<file path="src/rtl/fifo_ctrl_sync_pkg.sv">
`default_nettype none
// ============================================================================
// Module  : fifo_ctrl_sync_pkg
// Brief   : Shared types and helpers for the single-clock FIFO controller:
//           FWFT read-side state encoding, clog2 helper and pointer-compare
//           macros.
// Revision: 1.0 - initial release
// ============================================================================

// Pointer compare helpers. Arguments must be plain identifiers so they can
// be bit-selected. Pointers are ADDR_WIDTH+1 bits wide; the extra MSB is
// the wrap bit.
`ifndef FIFO_CTRL_SYNC_PTR_MACROS
`define FIFO_CTRL_SYNC_PTR_MACROS
`define FIFO_PTR_FULL(wp, rp, aw)  ((wp[aw] != rp[aw]) && (wp[aw-1:0] == rp[aw-1:0]))
`define FIFO_PTR_EMPTY(wp, rp)     (wp == rp)
`endif

package fifo_ctrl_sync_pkg;

    // First-word-fall-through read-side states
    typedef enum logic [1:0] {
        FWFT_IDLE  = 2'd0,  // nothing presented, RAM empty or not yet seen
        FWFT_FILL  = 2'd1,  // RAM read in flight for the head word
        FWFT_VALID = 2'd2   // head word sits on the RAM output
    } fwft_state_e;

    // Ceiling log2 for elaboration-time sizing
    function automatic int clog2(input int value);
        int r;
        r = 0;
        while ((1 << r) < value) begin
            r = r + 1;
        end
        return r;
    endfunction

endpackage : fifo_ctrl_sync_pkg

`default_nettype wire

</file>
<file path="src/rtl/fifo_ctrl_sync_fwft.sv">
`default_nettype none
// ============================================================================
// Module  : fifo_ctrl_sync_fwft
// Brief   : First-word-fall-through read sequencer. Pre-fetches the head word
//           from the synchronous-read RAM so it is visible before rd_en, and
//           re-fetches on every consume while words remain.
// Revision: 1.0 - initial release
// ============================================================================
module fifo_ctrl_sync_fwft
    import fifo_ctrl_sync_pkg::*;
(
    input  logic clk,
    input  logic rstn,
    input  logic rd_en,      // consume the presented word
    input  logic ram_empty,  // no unread words left in the RAM
    output logic rd_mem_en,  // RAM read strobe (also advances rd_ptr)
    output logic rd_valid,   // presented word valid on RAM output
    output logic hold_d      // next cycle a word is held outside the RAM
);

    fwft_state_e state_q;
    fwft_state_e state_d;

    // State register
    always_ff @(posedge clk or negedge rstn) begin
        if (!rstn) begin
            state_q <= FWFT_IDLE;
        end else begin
            state_q <= state_d;
        end
    end

    // Next-state and RAM read strobe
    always_comb begin
        state_d   = state_q;
        rd_mem_en = 1'b0;
        case (state_q)
            FWFT_IDLE: begin
                if (!ram_empty) begin
                    state_d = FWFT_FILL;
                end
            end
            FWFT_FILL: begin
                // Only this sequencer reads, so the RAM cannot have drained
                rd_mem_en = 1'b1;
                state_d   = FWFT_VALID;
            end
            FWFT_VALID: begin
                if (rd_en) begin
                    if (!ram_empty) begin
                        rd_mem_en = 1'b1;   // replace consumed word
                    end else begin
                        state_d = FWFT_IDLE;
                    end
                end
            end
            default: begin
                state_d = FWFT_IDLE;
            end
        endcase
    end

    assign rd_valid = (state_q == FWFT_VALID);
    assign hold_d   = (state_d == FWFT_VALID);

endmodule : fifo_ctrl_sync_fwft

`default_nettype wire

</file>
<file path="src/rtl/fifo_ctrl_sync.sv">
`default_nettype none
// ============================================================================
// Module  : fifo_ctrl_sync
// Brief   : Single-clock FIFO pointer/flag controller for an external simple
//           dual-port RAM with 1-cycle synchronous read. All FIFO_DEPTH
//           entries usable, registered flags, exact occupancy count and
//           selectable standard / first-word-fall-through read.
//           Optional sticky overflow/underflow flags: FIFO_CTRL_SYNC_ERR_EN.
//           rstn asserts asynchronously; its release is expected to be
//           synchronous to clk.
// Revision: 1.0 - initial release
// ============================================================================
module fifo_ctrl_sync
    import fifo_ctrl_sync_pkg::*;
#(
    parameter int FIFO_DEPTH    = 256,
    parameter int ADDR_WIDTH    = clog2(FIFO_DEPTH),
    parameter int FWFT          = 0,
    parameter int ACK_ENA       = 0,
    parameter int AFULL_THRESH  = 240,
    parameter int AEMPTY_THRESH = 16
)
(
    input  logic                  clk,
    input  logic                  rstn,
    input  logic                  wr_en,
    output logic [ADDR_WIDTH-1:0] wr_addr,
    output logic                  wr_mem_en,
    output logic                  wr_ack,
    output logic                  full,
    output logic                  almost_full,
    input  logic                  rd_en,
    output logic [ADDR_WIDTH-1:0] rd_addr,
    output logic                  rd_mem_en,
    output logic                  rd_valid,
    output logic                  empty,
    output logic                  almost_empty,
    output logic [ADDR_WIDTH:0]   data_count,
    output logic                  overflow,
    output logic                  underflow
);

    localparam int PW = ADDR_WIDTH + 1;

    logic [PW-1:0] wr_ptr_q, wr_ptr_d;
    logic [PW-1:0] rd_ptr_q, rd_ptr_d;
    logic [PW-1:0] count_q, count_d;
    logic          full_q, full_d;
    logic          ram_empty_q, ram_empty_d;
    logic          afull_q, afull_d;
    logic          aempty_q, aempty_d;
    logic          wr_accept;
    logic          hold_d;

    // Writes are refused while full even if a read happens the same cycle
    assign wr_accept = wr_en & ~full_q;
    assign wr_mem_en = wr_accept;
    assign wr_addr   = wr_ptr_q[ADDR_WIDTH-1:0];
    assign rd_addr   = rd_ptr_q[ADDR_WIDTH-1:0];

    // Next pointers, occupancy and flags, all derived from next-state values
    always_comb begin
        wr_ptr_d    = wr_ptr_q + PW'(wr_accept);
        rd_ptr_d    = rd_ptr_q + PW'(rd_mem_en);
        count_d     = (wr_ptr_d - rd_ptr_d) + PW'(hold_d);
        full_d      = `FIFO_PTR_FULL(wr_ptr_d, rd_ptr_d, ADDR_WIDTH);
        ram_empty_d = `FIFO_PTR_EMPTY(wr_ptr_d, rd_ptr_d);
        afull_d     = (count_d >= PW'(AFULL_THRESH));
        aempty_d    = (count_d <= PW'(AEMPTY_THRESH));
    end

    // Pointer, count and flag registers
    always_ff @(posedge clk or negedge rstn) begin
        if (!rstn) begin
            wr_ptr_q    <= '0;
            rd_ptr_q    <= '0;
            count_q     <= '0;
            full_q      <= 1'b0;
            ram_empty_q <= 1'b1;
            afull_q     <= 1'b0;
            aempty_q    <= 1'b1;
        end else begin
            wr_ptr_q    <= wr_ptr_d;
            rd_ptr_q    <= rd_ptr_d;
            count_q     <= count_d;
            full_q      <= full_d;
            ram_empty_q <= ram_empty_d;
            afull_q     <= afull_d;
            aempty_q    <= aempty_d;
        end
    end

    assign full         = full_q;
    assign almost_full  = afull_q;
    assign almost_empty = aempty_q;
    assign data_count   = count_q;

    generate
        if (FWFT != 0) begin : g_fwft
            fifo_ctrl_sync_fwft u_fwft (
                .clk       (clk),
                .rstn      (rstn),
                .rd_en     (rd_en),
                .ram_empty (ram_empty_q),
                .rd_mem_en (rd_mem_en),
                .rd_valid  (rd_valid),
                .hold_d    (hold_d)
            );
            assign empty = ~rd_valid;
        end else begin : g_std
            logic rd_valid_q;

            // A read on an empty RAM is dropped, even alongside a write
            assign rd_mem_en = rd_en & ~ram_empty_q;
            assign hold_d    = 1'b0;

            // RAM output is valid the cycle after an accepted read
            always_ff @(posedge clk or negedge rstn) begin
                if (!rstn) begin
                    rd_valid_q <= 1'b0;
                end else begin
                    rd_valid_q <= rd_mem_en;
                end
            end

            assign rd_valid = rd_valid_q;
            assign empty    = ram_empty_q;
        end
    endgenerate

    generate
        if (ACK_ENA != 0) begin : g_ack
            logic wr_ack_q;

            // Acknowledge accepted writes one cycle later
            always_ff @(posedge clk or negedge rstn) begin
                if (!rstn) begin
                    wr_ack_q <= 1'b0;
                end else begin
                    wr_ack_q <= wr_accept;
                end
            end

            assign wr_ack = wr_ack_q;
        end else begin : g_no_ack
            assign wr_ack = 1'b0;
        end
    endgenerate

`ifdef FIFO_CTRL_SYNC_ERR_EN
    logic overflow_q;
    logic underflow_q;

    // Sticky error flags; empty already means "nothing presented" in FWFT
    always_ff @(posedge clk or negedge rstn) begin
        if (!rstn) begin
            overflow_q  <= 1'b0;
            underflow_q <= 1'b0;
        end else begin
            overflow_q  <= overflow_q  | (wr_en & full_q);
            underflow_q <= underflow_q | (rd_en & empty);
        end
    end

    assign overflow  = overflow_q;
    assign underflow = underflow_q;
`else
    assign overflow  = 1'b0;
    assign underflow = 1'b0;
`endif

endmodule : fifo_ctrl_sync

`default_nettype wire

</file>
<file path="config.mk">
export PLATFORM = sky130hd
export DESIGN_NAME = fifo_ctrl_sync
export DESIGN_NICKNAME = d
export VERILOG_FILES = /design/src/rtl/fifo_ctrl_sync_pkg.sv /design/src/rtl/fifo_ctrl_sync_fwft.sv /design/src/rtl/fifo_ctrl_sync.sv
export SDC_FILE = /design/constraint.sdc
export NUM_CORES = 1
export LEC_CHECK = 0
export ABC_AREA = 1
export CAP_MARGIN = 20
export CORE_ASPECT_RATIO = 1.4
export CORE_MARGIN = 2
export CORE_UTILIZATION = 52
export CTS_CLUSTER_DIAMETER = 100
export DETAILED_ROUTE_END_ITERATION = 10
export PLACE_DENSITY = 0.84
export RECOVER_POWER = 100
export SLEW_MARGIN = 15
export SYNTH_ARGS = -nofsm -noshare
export SYNTH_HDL_FRONTEND = slang
export SYNTH_SLANG_ARGS = --single-unit
</file>
<file path="constraint.sdc">
create_clock -name clk -period 2.9 [get_ports clk]
set_input_delay 0.29 -clock clk [delete_from_list [all_inputs] [get_ports clk]]
set_output_delay 0.29 -clock clk [all_outputs]
set_load 0.05 [all_outputs]
</file>
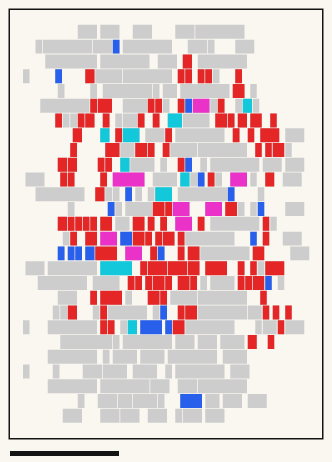
*Gate families picked out*
Bar = 20 um.
legend:
  NAND gates:
    colour: red
    cells: 113
  XOR/XNOR gates:
    colour: magenta
    cells: 8
    where: centre
  inverting AOI/OAI gates:
    colour: cyan
    cells: 9
  NOR gates:
    colour: blue
    cells: 21

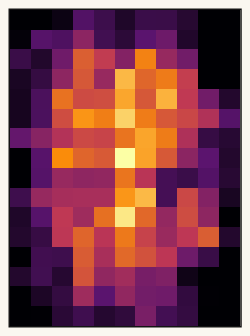
*Wire density map*
The die is cut into 11 by 16 equal tiles; black is low, pale yellow is high, scaled to the fullest tile. Values are wire area over tile area, all layers added.
densest ninth of the die: centre
tiles over half the peak: 28%
fullest tile: 0.42
mean over tiles: 0.14
nearly empty tiles: 14%

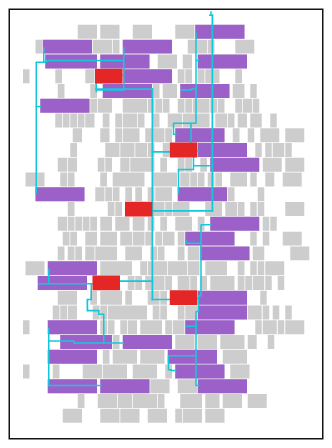
*Routed clock nets over the placement*
legend:
  clock wires:
    colour: cyan
    length: 350 um
  flip-flops:
    colour: purple
    count: 32
  clock drivers:
    colour: red
    count: 5
routed clock nets: 6

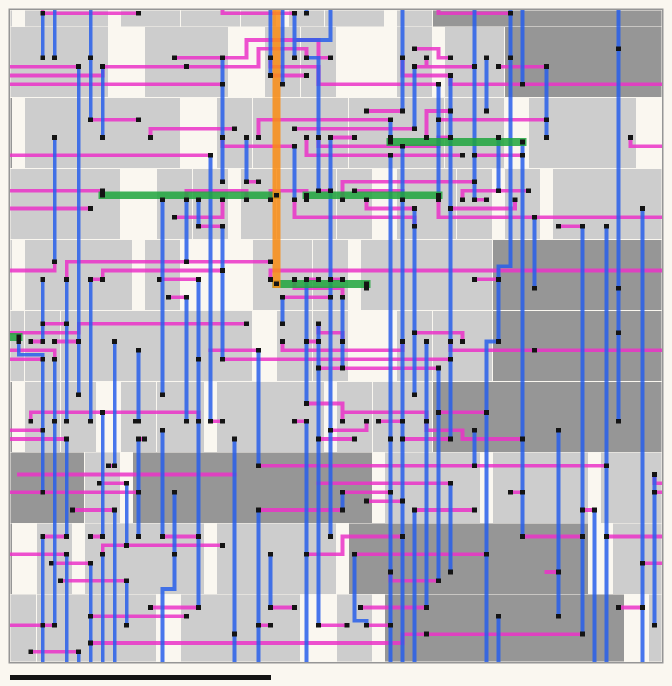
*Zoomed window*
Bar = 10 um. Window x 16 to 41, y 11 to 36 um. Cells in grey, sequential cells in the stronger grey; small squares are vias.
legend:
  metal 1:
    colour: magenta
  metal 4:
    colour: orange
  metal 3:
    colour: green
  metal 2:
    colour: blue
most frequent: nand2_1 (13), dfrtp_1 (7)
netlist names of flops here include: rd_ptr_q (4), wr_ptr_q (3)
sequential cells in the window: 7
cells with their middle in the window: 57

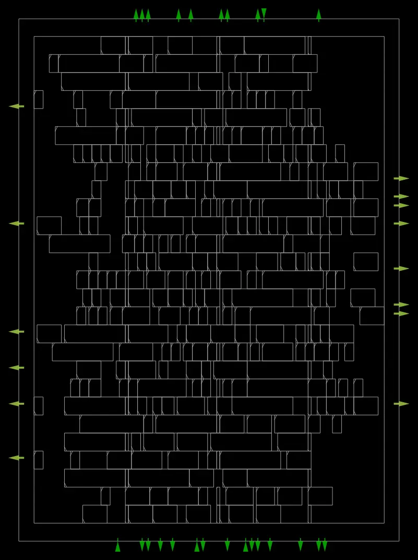
*Cell placement*
post-route insts no fill: 338
sequential portion of the cell area: 32.3%

==> impl_metrics.toml <==
# generated from flow reports
[final_timing]
finalMaxSlewViolations = 33
final.setup.worst_slack_ns = 0.231
slew_headroom_pct = -9.38
skew_ns = 0.00287

[run_status]
violations = "max-capacitance violations, max-slew violations"
status = "complete, but fails checks"

[yosys]
aoi_share_pct = 3.01
synthDistinctLibCells = 30
syn_inst = 259
mux_share_pct = 0
mappedNetlistArea_mm2 = 0.00208

[worst_setup_path]
r2r_slack_ns = 0.23
path_cells = "nor2_4, ha_1, ha_1, fa_1, nand3b_2, o21ai_4, xor2_1, a21oi_1, nand3b_1, nand2_1"
arrival_ns = 2.83
crit_buf_inv = 0
cp-end-kind = "register"
crit_path_frequent_cell = "ha_1"
critPathTopFamily = "adder cells"

[placement]
dpl_cell_area_mm2 = 0.00243
dp_hpwl_um = 3130
io_buffers = 35
gp_congestion = 0.898

[finish]
largest_class = "logic gates"

[clock_network]
root_buffer = "clkbuf_8"
cts.sinks = 32
cts_resized = 0
htree_levels = 2

[job]
drv_cap = 1

[floorplanning]
die_width_um = 57.4

[global_route]
grt_pass1_wl_um = 6690
top_usage_layer = "met2"
first_global_vias = 1592

[routing]
dr.pass1.iters = 4
ant_nets = 0
drtIter0Drc = 64
